<file path="src/rtl/cook_timer_pkg.sv">
// rtl/cook_timer_pkg.sv - shared state encoding, BCD limits and digit check for cook_timer
package cook_timer_pkg;

  typedef enum logic [1:0] {
    IDLE  = 2'd0,
    RUN   = 2'd1,
    PAUSE = 2'd2,
    DONE  = 2'd3
  } state_e;

  localparam logic [3:0] BCD_NINE     = 4'd9;
  localparam logic [3:0] SEC_TENS_MAX = 4'd5;

  function automatic logic bcd_digit_ok(input logic [3:0] digit, input logic [3:0] max_digit);
    return digit <= max_digit;
  endfunction

endpackage

</file>
<file path="src/rtl/cook_timer_bcd_digit_down.sv">
// rtl/cook_timer_bcd_digit_down.sv - one BCD down-counting digit with borrow out
module bcd_digit_down #(
  parameter logic [3:0] MAX = 4'd9
) (
  input  logic       clk,
  input  logic       rst,
  input  logic       load,
  input  logic [3:0] load_val,
  input  logic       dec_en,
  output logic [3:0] digit,
  output logic       borrow_out
);

  logic [3:0] digit_q;
  logic [3:0] digit_d;

  assign borrow_out = dec_en & (digit_q == 4'd0);
  assign digit      = digit_q;

  always_comb begin
    digit_d = digit_q;
    if (load) begin
      digit_d = load_val;
    end else if (dec_en) begin
      digit_d = (digit_q == 4'd0) ? MAX : digit_q - 4'd1;
    end
  end

  always_ff @(posedge clk) begin
    if (rst) begin
      digit_q <= 4'd0;
    end else begin
      digit_q <= digit_d;
    end
  end

endmodule

</file>
<file path="src/rtl/cook_timer.sv">
// rtl/cook_timer.sv - BCD mm:ss countdown timer driven by the divider's tick square wave
module cook_timer
  import cook_timer_pkg::*;
#(
  parameter bit         TICK_BOTH_EDGES = 1'b0,
  parameter logic [3:0] MAX_MIN_TENS    = 4'd9
) (
  input  logic       clk,
  input  logic       rst,
  input  logic       tick_in,
  input  logic [7:0] min_in,
  input  logic [7:0] sec_in,
  input  logic       load,
  input  logic       start,
  input  logic       pause,
  input  logic       clear,
  input  logic       door_open,
  output logic [7:0] min_bcd,
  output logic [7:0] sec_bcd,
  output logic       running,
  output logic       done,
  output logic       load_err,
  output logic [1:0] state
);

  state_e state_q, state_d;
  logic   tick_prev_q;
  logic   running_q, running_d;
  logic   done_q, done_d;
  logic   load_err_q, load_err_d;

  logic [3:0] sec_u, sec_t, min_u, min_t;
  logic       sec_u_borrow, sec_t_borrow, min_u_borrow, min_t_borrow;

  logic        tick_pulse;
  logic        load_ok, load_valid;
  logic        time_nz, time_is_one;
  logic        dec_en;
  logic        time_ld;
  logic [15:0] time_ld_val;

  assign tick_pulse = TICK_BOTH_EDGES ? (tick_in ^ tick_prev_q) : (tick_in & ~tick_prev_q);

  assign load_ok    = load & ((state_q == IDLE) | (state_q == DONE));
  assign load_valid = bcd_digit_ok(min_in[7:4], BCD_NINE) &
                      bcd_digit_ok(min_in[7:4], MAX_MIN_TENS) &
                      bcd_digit_ok(min_in[3:0], BCD_NINE) &
                      bcd_digit_ok(sec_in[7:4], SEC_TENS_MAX) &
                      bcd_digit_ok(sec_in[3:0], BCD_NINE);

  assign time_nz     = |{min_t, min_u, sec_t, sec_u};
  assign time_is_one = ({min_t, min_u, sec_t, sec_u} == 16'h0001);

  // Door and pause outrank the tick, and a zero time never decrements.
  assign dec_en = (state_q == RUN) & tick_pulse & ~clear & ~door_open & ~pause & time_nz;

  assign time_ld     = clear | (load_ok & load_valid);
  assign time_ld_val = clear ? 16'h0000 : {min_in, sec_in};

  bcd_digit_down #(.MAX(BCD_NINE)) u_sec_units (
    .clk(clk), .rst(rst), .load(time_ld), .load_val(time_ld_val[3:0]),
    .dec_en(dec_en), .digit(sec_u), .borrow_out(sec_u_borrow)
  );

  bcd_digit_down #(.MAX(SEC_TENS_MAX)) u_sec_tens (
    .clk(clk), .rst(rst), .load(time_ld), .load_val(time_ld_val[7:4]),
    .dec_en(sec_u_borrow), .digit(sec_t), .borrow_out(sec_t_borrow)
  );

  bcd_digit_down #(.MAX(BCD_NINE)) u_min_units (
    .clk(clk), .rst(rst), .load(time_ld), .load_val(time_ld_val[11:8]),
    .dec_en(sec_t_borrow), .digit(min_u), .borrow_out(min_u_borrow)
  );

  bcd_digit_down #(.MAX(BCD_NINE)) u_min_tens (
    .clk(clk), .rst(rst), .load(time_ld), .load_val(time_ld_val[15:12]),
    .dec_en(min_u_borrow), .digit(min_t), .borrow_out(min_t_borrow)
  );

  always_ff @(posedge clk) begin
    if (rst) begin
      state_q     <= IDLE;
      tick_prev_q <= 1'b0;
      running_q   <= 1'b0;
      done_q      <= 1'b0;
      load_err_q  <= 1'b0;
    end else begin
      state_q     <= state_d;
      tick_prev_q <= tick_in;
      running_q   <= running_d;
      done_q      <= done_d;
      load_err_q  <= load_err_d;
    end
  end

  always_comb begin
    state_d = state_q;
    if (clear) begin
      state_d = IDLE;
    end else if (load_ok) begin
      if (load_valid) state_d = IDLE;
    end else begin
      case (state_q)
        IDLE: begin
          if (start & ~door_open & time_nz) state_d = RUN;
        end
        RUN: begin
          if (door_open | pause) begin
            state_d = PAUSE;
          end else if (dec_en & (time_is_one | min_t_borrow)) begin
            state_d = DONE;
          end
        end
        PAUSE: begin
          if (start & ~door_open) state_d = RUN;
        end
        default: begin
          state_d = state_q;
        end
      endcase
    end
  end

  always_comb begin
    running_d  = (state_d == RUN);
    done_d     = (state_d == DONE);
    load_err_d = ~clear & load_ok & ~load_valid;
  end

  assign min_bcd  = {min_t, min_u};
  assign sec_bcd  = {sec_t, sec_u};
  assign running  = running_q;
  assign done     = done_q;
  assign load_err = load_err_q;
  assign state    = state_q;

endmodule

</file>
<file path="config.mk">
export PLATFORM = sky130hd
export DESIGN_NAME = cook_timer
export DESIGN_NICKNAME = d
export VERILOG_FILES = /design/src/rtl/cook_timer_pkg.sv /design/src/rtl/cook_timer_bcd_digit_down.sv /design/src/rtl/cook_timer.sv
export SDC_FILE = /design/constraint.sdc
export NUM_CORES = 1
export LEC_CHECK = 0
export CORE_MARGIN = 5
export CORE_UTILIZATION = 44
export DETAILED_ROUTE_END_ITERATION = 10
export PLACE_DENSITY = 0.89
export SLEW_MARGIN = 20
export SYNTH_ARGS = -nofsm -noshare
export SYNTH_HDL_FRONTEND = slang
export SYNTH_SLANG_ARGS = --single-unit
export TNS_END_PERCENT = 1
</file>
<file path="constraint.sdc">
create_clock -name clk -period 2.55 [get_ports clk]
set_input_delay 0.51 -clock clk [delete_from_list [all_inputs] [get_ports clk]]
set_output_delay 0.51 -clock clk [all_outputs]
set_load 0.02 [all_outputs]
</file>
Figure 1. Clock wires, drivers and flops.
The bar under the picture is 20 um long.
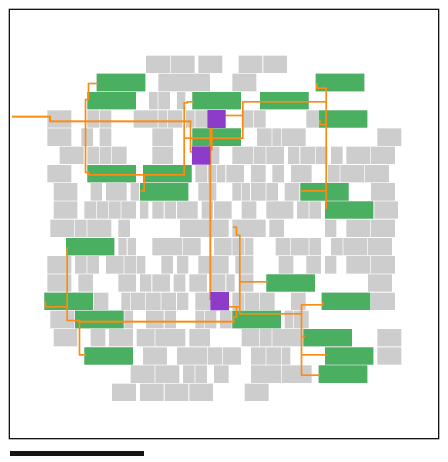
clock-net drivers: in purple, count 3. clock wires: in orange, length 269 um. flip-flops: in green, count 22.
There are 4 routed clock nets.

Figure 2. Sequential cells coloured by netlist name.
Other sequential cells in the stronger grey, the rest of the logic in the fainter grey.
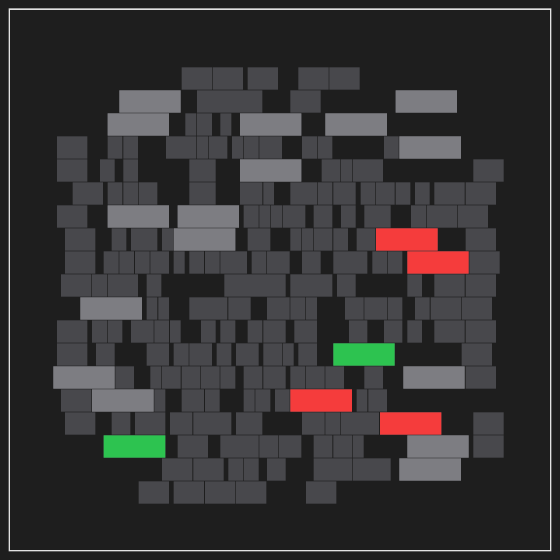
state: in green, placed flops 2. u_min_tens.digit: in red, placed flops 4.
Another 16 sequential cells are not coloured.

Figure 3. Cells coloured by class.
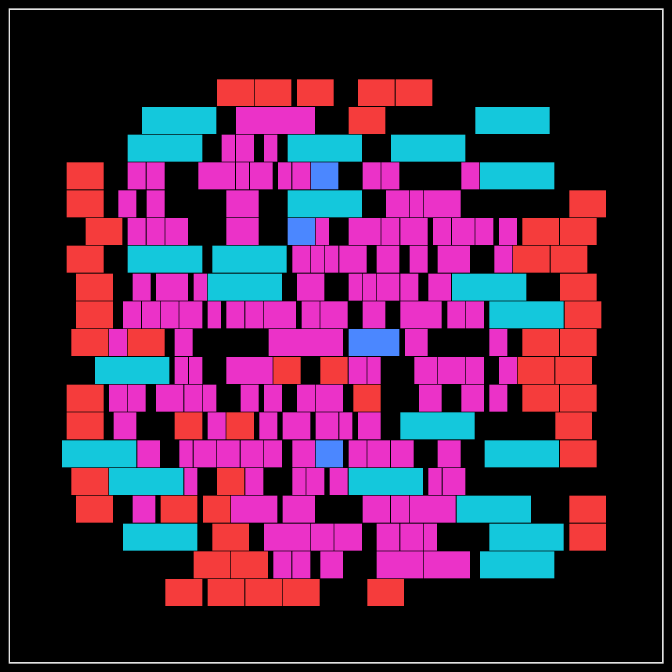
remaining logic cells: in magenta, cells 131, share of their area 45%. registers: in cyan, cells 22, share of their area 25%. clock drivers and dummy loads: in blue, cells 4, share of their area 2.0%. remaining buffers and delay cells: in red, cells 51, share of their area 28%.

Figure 4. Clock nets.
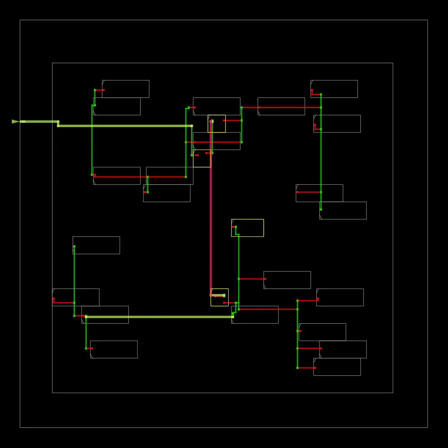
total number of sequential cells: 22
CTS Sinks: 22
number of CTS-inserted buffers: 3
clock latency on the worst-skew pair: 0.31 ns

==> run notes <==
The flow ran to the end, and the final reports show no timing, DRC or antenna violations. Buffers inserted to repair hold after CTS numbered 0. The final-layout clock-cell area share was 1.996%; the number of endpoints with negative hold slack in the final report was 0. The relative slew slack was 77.06%.

Static timing analysis puts the maximum clock frequency at 457.8 MHz. The tool warning count for the run is 29. The portion of total power attributed to combinational logic was 17.5%; the detailed route wirelength on metal2 was 1511 um. The number of enable flip-flop cells works out to 0. Along the worst hold path, the cell count comes to 2. The tools report the overall routed net length as 3372 um. After layout, the minimum clock period comes to 2.184 ns. Once the floorplan was initialized, standard cells occupied 46.28% of the core.

Yosys reports that the leading cell type by area covers 34.51% of the netlist area. The residual DRC count came out at 0. The finished layout reports a core utilization of 65.93%. Measured along the x axis, the die boundary spans 63.86 um. Gates resized during post-CTS repair numbered 0. The run gives 440.4 um^2 as the area occupied by registers. End point of the critical path: u_min_tens.digit[2]. The worst setup path is of the flop to flop kind. For the worst vdd rail ir drop, the log shows 0.0003058 V. The multi-input combinational cells in the finished layout cover a total of 798.3 um^2. After synthesis, the chip area reported by Yosys is 0.001276 mm^2. The layout summary lists the proportion of cells stronger than drive strength 1 as 10.58%.

In this design, the stage delay of the slowest critical-path cell is 0.50 ns. Final worst clock skew: 0.007280 ns. The tightest hold path in the finished design has a slack of 0.5084 ns.

The flow reports power dissipated in sequential cells as 0.356 mW. Per the layout report, the design carries 51 non-clock buffers. Using the TritonRoute via totals, the vias-per-cell ratio works out to 5.603.

The first global-routing pass estimated 5671 um of wire. The capture point of the worst register-to-register path is recorded as u_min_tens.digit[2]. The total congestion overflow is 0, and the number of combinational gates with multiple inputs is 128.

The run gives 30.98% for the simple-gate portion of the synthesized area. The type recorded for the worst min-delay path is flop to flop. Summing the areas of all fa, ha and maj instances in the mapped netlist gives 3.922% of the synthesized area.

The total power after layout is 0.6688 mW, and the aggregate global-route resource usage is 16.87%. Maximum number of pins on one net before global-route repair: 15. The number of inserted filler cells in the final layout was 241; the standard-cell row count was 19. The synthesized design contains 22 register bits.
Power is estimated from default activity; no workload was simulated.
